==> config.mk <==
export PLATFORM = sky130hd
export DESIGN_NAME = xsimbus_arbiter
export DESIGN_NICKNAME = d
export VERILOG_FILES = /design/src/rtl/xsimbus_arbiter_pkg.sv /design/src/rtl/xsimbus_rr_picker.sv /design/src/rtl/xsimbus_arbiter.sv
export SDC_FILE = /design/constraint.sdc
export NUM_CORES = 1
export LEC_CHECK = 0
export ABC_CLOCK_PERIOD_IN_PS = 5700
export CELL_PAD_IN_SITES_DETAIL_PLACEMENT = 1
export CELL_PAD_IN_SITES_GLOBAL_PLACEMENT = 2
export CORE_ASPECT_RATIO = 0.8
export CORE_MARGIN = 4
export CORE_UTILIZATION = 33
export DETAILED_ROUTE_END_ITERATION = 10
export GPL_ROUTABILITY_DRIVEN = 0
export PLACE_DENSITY_LB_ADDON = 0.1
export SETUP_SLACK_MARGIN = 0.15
export SLEW_MARGIN = 30
export SYNTH_ARGS = -nofsm -noshare
export SYNTH_HDL_FRONTEND = slang
export SYNTH_HIERARCHICAL = 1
export SYNTH_SLANG_ARGS = --single-unit
==> constraint.sdc <==
create_clock -name clk -period 5.7 [get_ports clk]
set_clock_uncertainty 0.05 [all_clocks]
set_input_delay 0.855 -clock clk [delete_from_list [all_inputs] [get_ports clk]]
set_output_delay 0.855 -clock clk [all_outputs]
set_load 0.01 [all_outputs]
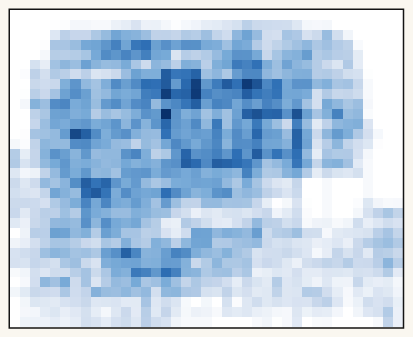
Run 1: wiring heat map
Drawn at 2 px/um. The die is cut into 39 by 32 equal tiles; white is low, dark blue is high, scaled to the fullest tile. Values are wire area over tile area, all layers added.
fullest tile: 0.75
nearly empty tiles: 14%
tiles over half the peak: 22%
emptiest ninth of the die: south-east
mean over tiles: 0.23
Overall Global Routing Usage: 27.7%
WL/cell: 28.6 um
Final Routed Wirelength: 44.1 mm
via count: 9967

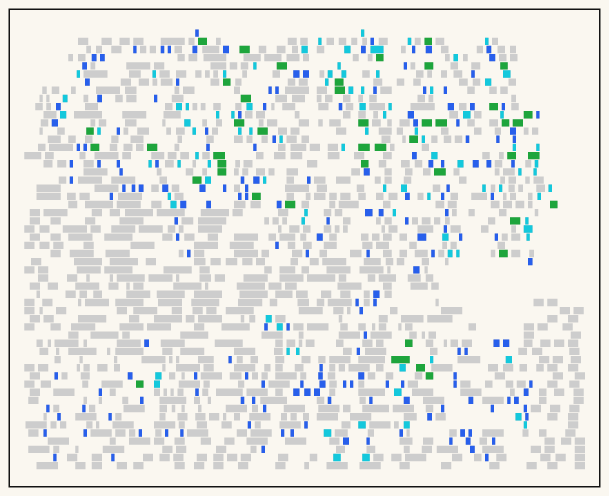
Run 1: logic cells by family
Drawn at 3 px/um.
[blue] nand cells | cells: 181 | where: widely spread
[cyan] nor cells | cells: 92
[green] non-inverting ao/oa cells | cells: 44
fin cells: 1545
multi-input gate share of the layout cell area: 67.1%
most frequent standard cell in the layout excluding fill and tap cells: sky130_fd_sc_hd__nand2_1

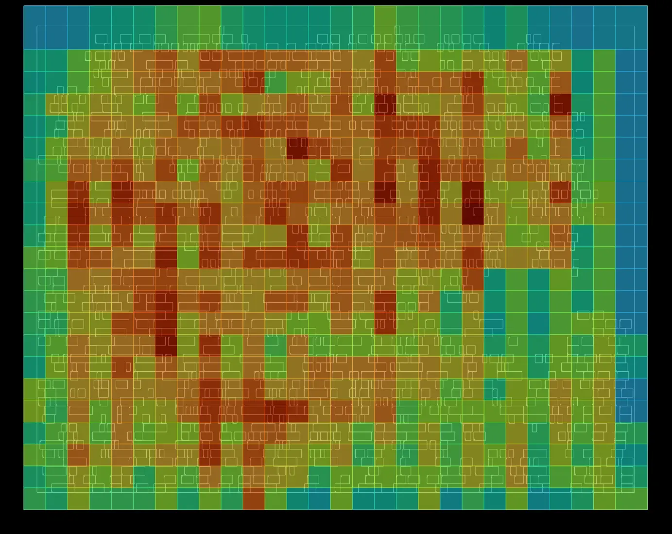
Run 1: routing congestion
met3 global-route usage: 7.00%
post-route core utilization: 40.7%
fraction of met2 tracks used by global routing: 39.5%
met1 track demand over resource: 42.3%

==> datasheet_impl.txt <==
Implementation parameters

Parameter                              Value

Detailed routing
  Residual DRC count .................. 0
  Number of detailed-route iterations in the first pass .................. 5
  Initial DRC Count .................. roughly 1100
  Antenna violation net count after detailed routing .................. 0
  Detail-routed via count per cell .................. 6.45

Layout
  Final Cell Area .................. approximately 11000 um2
  Tally of clock buffers in the finished layout .................. 6
  Cell group occupying the most layout area .................. logic gates
  Fraction of area in registers .................. under 10%
  Number of flip-flops in the largest register .................. 32
  Count of inserted antenna diode cells .................. 0
  Fraction of layout instances using a drive strength above 1 .................. 19.1%
  Area fraction of clock buffers and clock inverters .................. about 1.5%
  Number of nets at the end of the flow .................. 1263
  Non-clock inverter instance count of the final layout .................. approximately 55
  Signal buffers .................. 199
  Layout fillers .................. 3246
  Non-clk buf share .................. about 16%
  Area growth, synth to finish .................. 20.1%
  Comb area .................. around 7600 um2
  Seq_cells .................. 54
  Area used by sequential logic in the layout .................. about 1100 um2
  Count of multi-input gates .................. between 800 and 900

Worst setup path
  Maximum fanout along the worst path .................. 8
  Flop-to-flop setup slack .................. approximately 350 ps
  Depth of the most critical reg-to-reg path .................. 17
  Required time of the worst setup path .................. around 5800 ps
  Category of the critical setup timing path .................. flip-flop to flip-flop
  Startpoint type of the worst setup path .................. flip-flop
  Critical path data arrival time .................. roughly 5500 ps
  Kind of end point of the critical path .................. flip-flop

CTS
  Post-cts gate resize count .................. 0
  Number of sinks handled by clock tree synthesis .................. 54
  Cell chosen for the clock root .................. sky130_fd_sc_hd__clkbuf_16
  Clock tree from TritonCTS .................. built
  Clock buffer count from CTS .................. 5
  Postcts setup bufs .................. 0
  Hold buffer count at CTS .................. 0
  Number of H-tree branching levels .................. 2
  Clock transition time at the flip-flop clock pins of the worst setup and hold paths .................. ~80 ps
  Buffer levels on the longest clock path .................. 2
  Worst skew pair latency .................. approximately 300 ps

Final timing
  Upper clock frequency limit .................. between 150 and 200 MHz
  Setup slack of the critical path after layout .................. around 350 ps
  Minimum clock period after layout .................. 5350 ps
  Slew Viols, Final .................. 0
  Slew HR .................. a little over a third
  Final count of hold timing violations .................. 0
  Share of the clock period used by the worst path .................. between 90% and 100%
  Transition time of the tightest slew-check pin .................. between 900 and 1000 ps
  Final setup violating endpoints .................. 0
  Worst hold margin .................. 420 ps
  Final total negative setup slack .................. 0 ps
  Setup repair after global routing missed its margin .................. no

Synthesis
  Xor/xnor cell area share of the yosys netlist .................. 3.67%
  Total cell area reported by yosys after synthesis .................. roughly 9400 um2
  Post-synth tally of flip-flops with integrated enable .................. 0
  Proportion of register bits with asynchronous set or reset after synthesis .................. 0%
  Area fraction in compound gates .................. around a quarter
  Fa+ha+maj area frac .................. under 10%
  Post-synth design cell area .................. ~9400 um2
  Number of library cell types mapped by synthesis .................. about 100
  Share of cell area taken by muxes after synthesis .................. a little over a third
  Register share after synthesis .................. around 12%
  Yosys warning total .................. 6
  Number of cells in the yosys synthesis report .................. between 1000 and 1500
  Dominant combinational cell family by area after synthesis .................. multiplexers
  Synthesized area divided by synthesized cell count .................. between 8 and 9 um2
  Post-Synth Simple-Gate Area .................. around 16%
  Post-synthesis cell count .................. around 1000
  Synthesized netlist net count .................. roughly 1100
  Number of register bits inferred by synthesis .................. about 54
  Primary flip-flop cell chosen by synthesis mapping .................. sky130_fd_sc_hd__dfxtp_1

Global route
  Via count of the first global-routing pass .................. approximately 9600
  Wire length of the first global-routing pass .................. roughly 65 mm
  Largest net degree at the start of global routing .................. 64
  Initial antenna violation count .................. 1
  Sum of overflow across all layers after global routing .................. 0

Flow run
  Max-cap violations .................. 0
  Log Warnings .................. 37

Floorplanning
  Vertical extent of the die .................. 159 um
  Core Density at Floorplan .................. 33.9%
  Num ports .................. around 110
  Row count .................. approximately 54
  # Taps .................. around 360
  Chip area .................. around 31000 um2
  Core Box Area .................. 27600 um2
  Die W .................. 196 um

Outcome
  Status .................. completed

Min path
  Min-delay worst type .................. flip-flop to flip-flop
  Hold path depth .................. 2

Placement
  Placed instance count .................. approximately 1500
  Half-perimeter wire length after detailed placement .................. between 30 and 40 mm
  Dpl cell area .................. around 11000 um2
  Count of input and output buffers .................. ~110
  Setup slack at placement .................. approximately 240 ps
run 1: kinds of logic after synthesis:
logic type / count (synthesis)
compound gates: 308
simple gates: 305
mux: 201
buf+inv: 126
flops: 54
xor+xnor: 35
fa+ha+maj: 16
run 1: cell usage in the layout, fill, tap and decap left out, drive strengths merged, types with 7 or more instances in the layout:
master | netlist | layout
a211oi | 24 | 24
a21boi | 17 | 17
a21oi | 30 | 30
a221oi | 8 | 8
a31oi | 14 | 14
and2 | 11 | 11
and3 | 7 | 7
buf | 40 | 89
clkdlybuf4s50 | 0 | 110
dfxtp | 54 | 54
ha | 16 | 16
inv | 52 | 53
mux2 | 28 | 28
mux2i | 89 | 89
mux4 | 84 | 84
nand2 | 123 | 123
nand2b | 20 | 20
nand3 | 30 | 30
nor2 | 56 | 56
nor2b | 13 | 13
nor3b | 7 | 7
nor4 | 9 | 9
o2111ai | 12 | 12
o211ai | 21 | 21
o21a | 9 | 9
o21ai | 41 | 41
o22ai | 59 | 59
o31ai | 7 | 7
xnor2 | 28 | 28
xor2 | 7 | 7
run 1: layer usage:
layer | GRT usage [%] | part of all wire (%)
met5 | 0 | 0.029
met4 | 5.02 | 1.9
met3 | 7.00 | 9.8
met2 | 39.5 | 41
met1 | 42.3 | 48
run 1: synth_stat cells (all sizes together) (6+ instances only):
library cell	n	area, um2
xor2	7	61.3
xnor2	28	283
mux2	28	330
a221oi	8	70.1
o21ai	41	205
nor4	9	62.6
nand2	123	464
and3	7	46.3
nor2b	13	81.3
inv	52	195
nand3	30	150
o31a	6	52.6
o211ai	21	158
a31oi	14	87.6
buf	40	389
nor3	6	30.0
nor2	56	213
clkbuf	30	153
a22oi	6	45.0
a21boi	17	143
nor3b	7	52.6
nand4	6	37.5
a21oi	30	165
o21a	9	67.6
ha	16	200
mux4	84	2000
a211o	6	62.6
o2111ai	12	105
nand2b	20	125
o22ai	59	369
and2	11	70.1
o31ai	7	66.3
a211oi	24	185
mux2i	89	932
dfxtp	54	1080
run 1: critical path, cell delays in order, from the launching register on:
cell	delay (ps)
sky130_fd_sc_hd__dfxtp_1	330
sky130_fd_sc_hd__inv_1	290
sky130_fd_sc_hd__buf_4	250
sky130_fd_sc_hd__ha_1	350
sky130_fd_sc_hd__a21boi_0	470
sky130_fd_sc_hd__xnor2_2	290
sky130_fd_sc_hd__buf_4	220
sky130_fd_sc_hd__mux2i_1	340
sky130_fd_sc_hd__o22ai_1	310
sky130_fd_sc_hd__or2_2	410
sky130_fd_sc_hd__nor4_2	440
sky130_fd_sc_hd__a311o_1	250
sky130_fd_sc_hd__o211ai_1	110
sky130_fd_sc_hd__a31oi_1	310
sky130_fd_sc_hd__buf_4	210
sky130_fd_sc_hd__nand2b_1	130
sky130_fd_sc_hd__nand2b_1	310
sky130_fd_sc_hd__o22ai_1	140
